## src/rtl/o_fab_lane_arbiter.sv

```systemverilog
// Round-robin arbiter sharing one registered fabric-to-periphery output lane.
// Grants are bounded to MAX_BURST beats and followed by a GAP_CYCLES turnaround.
module o_fab_lane_arbiter #(
  parameter int unsigned NUM_REQ    = 4,
  parameter int unsigned DATA_WIDTH = 8,
  parameter int unsigned MAX_BURST  = 4,
  parameter int unsigned GAP_CYCLES = 2,
  parameter int unsigned ID_WIDTH   = $clog2(NUM_REQ)
) (
  input  logic                             CLK,
  input  logic                             RST_N,
  input  logic                             ENABLE,
  input  logic [NUM_REQ-1:0]               REQ_VALID,
  input  logic [NUM_REQ*DATA_WIDTH-1:0]    REQ_DATA,
  output logic [NUM_REQ-1:0]               REQ_READY,
  output logic [DATA_WIDTH-1:0]            O_DATA,
  output logic                             O_VALID,
  output logic [ID_WIDTH-1:0]              O_GRANT_ID,
  output logic                             BUSY
);

  localparam int unsigned BeatW   = $clog2(MAX_BURST + 1);
  localparam int unsigned GapW    = (GAP_CYCLES > 1) ? $clog2(GAP_CYCLES) : 1;
  localparam int unsigned GapLast = (GAP_CYCLES > 0) ? GAP_CYCLES - 1 : 0;
  localparam logic [ID_WIDTH-1:0] LastId = ID_WIDTH'(NUM_REQ - 1);

  typedef enum logic [1:0] {StIdle, StXfer, StGap} state_e;

  state_e                  state_q, state_d;
  logic [ID_WIDTH-1:0]     rr_ptr_q, rr_ptr_d;
  logic [ID_WIDTH-1:0]     grant_q, grant_d;
  logic [BeatW-1:0]        beat_cnt_q, beat_cnt_d;
  logic [GapW-1:0]         gap_cnt_q, gap_cnt_d;
  logic [DATA_WIDTH-1:0]   data_q, data_d;
  logic                    valid_q, valid_d;

  logic [NUM_REQ-1:0]      rotated;
  logic                    pick_found;
  logic [ID_WIDTH-1:0]     pick_off;
  logic [ID_WIDTH:0]       pick_sum;
  logic [ID_WIDTH-1:0]     pick_id;
  logic                    owner_valid;
  logic [DATA_WIDTH-1:0]   owner_word;
  logic [BeatW-1:0]        beat_inc;
  logic                    release_burst;

  // Rotate requests so bit 0 is the requester at rr_ptr; first set bit wins.
  always_comb begin
    rotated    = NUM_REQ'({REQ_VALID, REQ_VALID} >> rr_ptr_q);
    pick_found = 1'b0;
    pick_off   = '0;
    for (int i = 0; i < int'(NUM_REQ); i++) begin
      if (!pick_found && rotated[i]) begin
        pick_found = 1'b1;
        pick_off   = ID_WIDTH'(i);
      end
    end
    pick_sum = {1'b0, rr_ptr_q} + {1'b0, pick_off};
    if (pick_sum >= (ID_WIDTH + 1)'(NUM_REQ)) begin
      pick_sum = pick_sum - (ID_WIDTH + 1)'(NUM_REQ);
    end
    pick_id = pick_sum[ID_WIDTH-1:0];
  end

  always_comb begin
    owner_valid = 1'b0;
    owner_word  = '0;
    REQ_READY   = '0;
    for (int i = 0; i < int'(NUM_REQ); i++) begin
      if (grant_q == ID_WIDTH'(i)) begin
        owner_valid  = REQ_VALID[i];
        owner_word   = REQ_DATA[i*DATA_WIDTH +: DATA_WIDTH];
        REQ_READY[i] = (state_q == StXfer);
      end
    end
  end

  assign beat_inc = beat_cnt_q + 1'b1;

  always_comb begin
    state_d       = state_q;
    rr_ptr_d      = rr_ptr_q;
    grant_d       = grant_q;
    beat_cnt_d    = beat_cnt_q;
    gap_cnt_d     = gap_cnt_q;
    data_d        = data_q;
    valid_d       = 1'b0;
    release_burst = 1'b0;
    unique case (state_q)
      StIdle: begin
        if (ENABLE && pick_found) begin
          grant_d    = pick_id;
          beat_cnt_d = '0;
          state_d    = StXfer;
        end
      end
      StXfer: begin
        if (owner_valid) begin
          data_d        = owner_word;
          valid_d       = 1'b1;
          beat_cnt_d    = beat_inc;
          release_burst = (beat_inc == BeatW'(MAX_BURST));
        end else begin
          release_burst = 1'b1;
        end
        if (release_burst) begin
          rr_ptr_d = (grant_q == LastId) ? '0 : grant_q + 1'b1;
          if (GAP_CYCLES > 0) begin
            state_d   = StGap;
            gap_cnt_d = '0;
          end else begin
            state_d = StIdle;
          end
        end
      end
      StGap: begin
        if (gap_cnt_q == GapW'(GapLast)) begin
          state_d = StIdle;
        end else begin
          gap_cnt_d = gap_cnt_q + 1'b1;
        end
      end
      default: state_d = StIdle;
    endcase
  end

  always_ff @(posedge CLK or negedge RST_N) begin
    if (!RST_N) begin
      state_q    <= StIdle;
      rr_ptr_q   <= '0;
      grant_q    <= '0;
      beat_cnt_q <= '0;
      gap_cnt_q  <= '0;
      data_q     <= '0;
      valid_q    <= 1'b0;
    end else begin
      state_q    <= state_d;
      rr_ptr_q   <= rr_ptr_d;
      grant_q    <= grant_d;
      beat_cnt_q <= beat_cnt_d;
      gap_cnt_q  <= gap_cnt_d;
      data_q     <= data_d;
      valid_q    <= valid_d;
    end
  end

  assign O_DATA     = data_q;
  assign O_VALID    = valid_q;
  assign O_GRANT_ID = grant_q;
  assign BUSY       = (state_q != StIdle);

endmodule

```

## config.mk

```make
export PLATFORM = sky130hd
export DESIGN_NAME = o_fab_lane_arbiter
export DESIGN_NICKNAME = d
export VERILOG_FILES = /design/src/rtl/o_fab_lane_arbiter.sv
export SDC_FILE = /design/constraint.sdc
export NUM_CORES = 1
export LEC_CHECK = 0
export CAP_MARGIN = 5
export CORE_ASPECT_RATIO = 0.9
export CORE_UTILIZATION = 40
export DETAILED_ROUTE_END_ITERATION = 10
export PLACE_DENSITY_LB_ADDON = 0.15
export SKIP_CTS_REPAIR_TIMING = 1
export SKIP_LAST_GASP = 1
export SLEW_MARGIN = 20
export SYNTH_ARGS = -nofsm -noshare
export SYNTH_HDL_FRONTEND = slang
export SYNTH_SLANG_ARGS = --single-unit
```

## constraint.sdc

```tcl
create_clock -name CLK -period 2 [get_ports CLK]
set_clock_uncertainty 0.15 [all_clocks]
set_input_delay 0.5 -clock CLK [delete_from_list [all_inputs] [get_ports CLK]]
set_output_delay 0.5 -clock CLK [all_outputs]
set_load 0.1 [all_outputs]
```

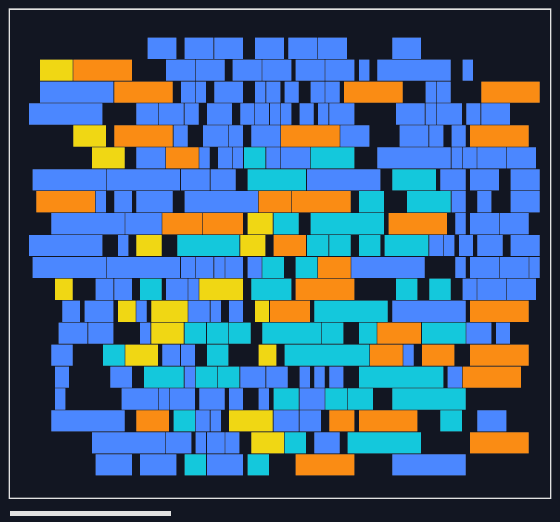
Figure 1: drive-strength map.
Bar = 20 um.
[_2 cells] yellow | cells: 16 | share: 6.5%
[_6 and larger] orange | cells: 29 | share: 12%
[_0 and _1 cells] blue | cells: 158 | share: 64%
[_3 and _4 cells] cyan | cells: 44 | share: 18%
final worst slack: -117 ps
Non-CTS buffers: 86
Design Area, Final: 2650 um2

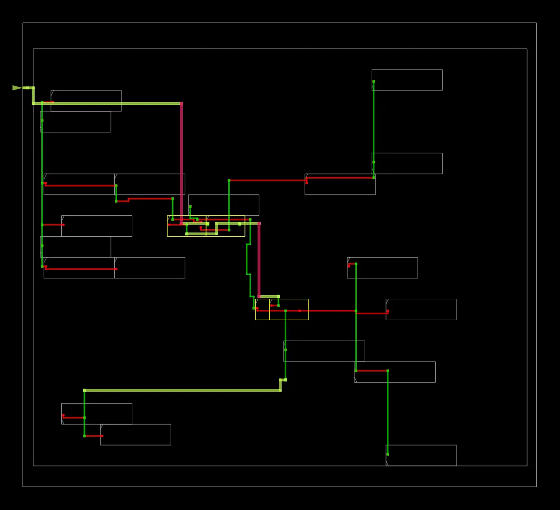
Figure 2: the clock network.
clk_buf instances: 3
clk pwr: 0.000277 W
CTS buffer count: 3

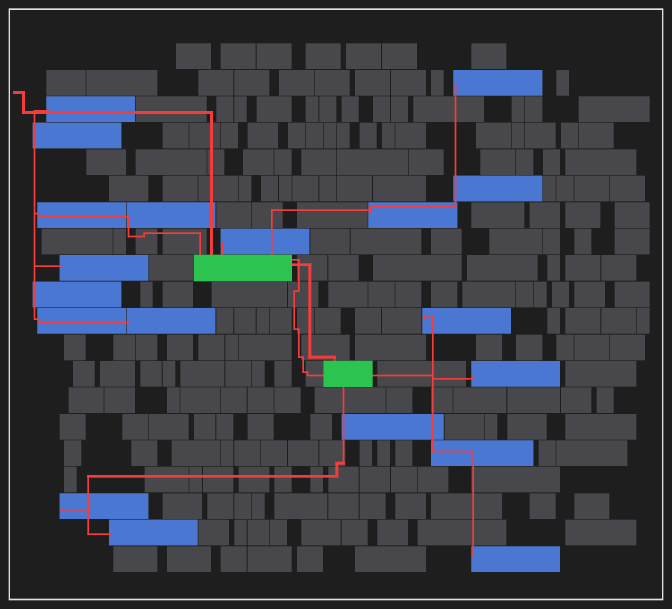
Figure 3: routed clock nets over the placement.
[clock wires] red | length: 294 um
[clock drivers] green | count: 3
[flip-flops] blue | count: 19
routed clock nets: 4
Clock Power Share: 0.060
clk_lat worst skew: 260 ps

==> run notes <==
impl run done, here's what came out: CP delay by family, top flip-flops, Min Clock Period, post-route 2120 ps, top cells by area dfrtp_1 31%, ha_1 5.8%, a21oi_1 5.6%, register share of total power 0.168, #FFs+latches synth 19, final worst slack -117 ps, Syn-to-layout area delta 74.0%, Tot Pwr 0.00459 W, final setup vio count 15, r2r setup slk -70 ps, clock tree sinks 19, RR Endpoint rr_ptr_q[0], status finished with violations, hold path cells 1, RSZ-0062 raised after global routing yes, antenna-violating nets left 0, WHS Endpoint state_q[1], global route hottest layer met2, max incr delay on CP 540 ps, CP most frequent cell buf_12, Post-Synth XOR/XNOR Area 0.0115, Mapped Nets 216, Top Ports 55, HPWL after DPL 3.43 mm, failing checks setup timing, nets 294, Clock Tree Buf Depth 2, tool warnings 32, dominant logic cell types in the final layout 34 x clkdlybuf4s50_1, 23 x buf_4, 17 x dfrtp_1, 17 x a21oi_1, 17 x buf_12, pin count of the biggest net entering global routing 20, initial DRC count 37
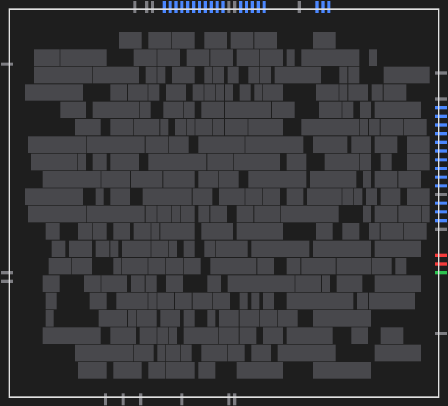
Figure 4: pin placement.
Pins as bars across the die edge, other pins in gray.
[`O_GRANT_ID`] red | pins: 2 | direction: output | edge: right
[`REQ_DATA`] blue | pins: 32 | direction: input | edge: 19 top, 13 right
[`O_VALID`] green | pins: 1 | direction: output | edge: right
Die H: 60.5 um
Die W: 67.0 um
IO Port Bufs: 54

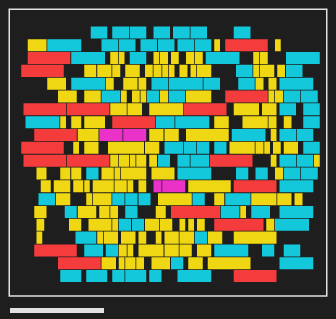
Figure 5: cells colored by class.
Bar = 20 um.
[flops] red | cells: 19 | share of their area: 19%
[combinational and other logic] yellow | cells: 138 | share of their area: 41%
[clock drivers and dummy loads] magenta | cells: 4 | share of their area: 1.8%
[other buffers and delay cells] cyan | cells: 86 | share of their area: 38%
Post-Route Utilization: 0.756
Rows: 20
fraction of area in registers: 0.182

## power by group through the flow
stage          Clock (W)  Combinational (W)  Sequential (W)
6_report        0.000277            0.00354        0.000772
5_1_grt         0.000302            0.00373        0.000798
4_1_cts         0.000287            0.00328        0.000753
3_5_place_dp           0            0.00326        0.000761
3_3_place_gp           0            0.00318        0.000749
2_1_floorplan          0            0.00145         0.00142
## state kept, by name (all words and copies together), names as in the netlist
register    flops
O_DATA          8
beat_cnt_q      3
O_GRANT_ID      2
rr_ptr_q        2
state_q         2
O_VALID         1
gap_cnt_q       1
## layout make-up
class,instances,share of cell area
clock inverters,1,0.00189
repair buffers,86,0.377
well taps,44,0.0208
flip-flops and latches,19,0.182
multi-input cells,124,0.380
inverters,14,0.0227
clock buffers,3,0.0156
Power is estimated from default activity; no workload was simulated.
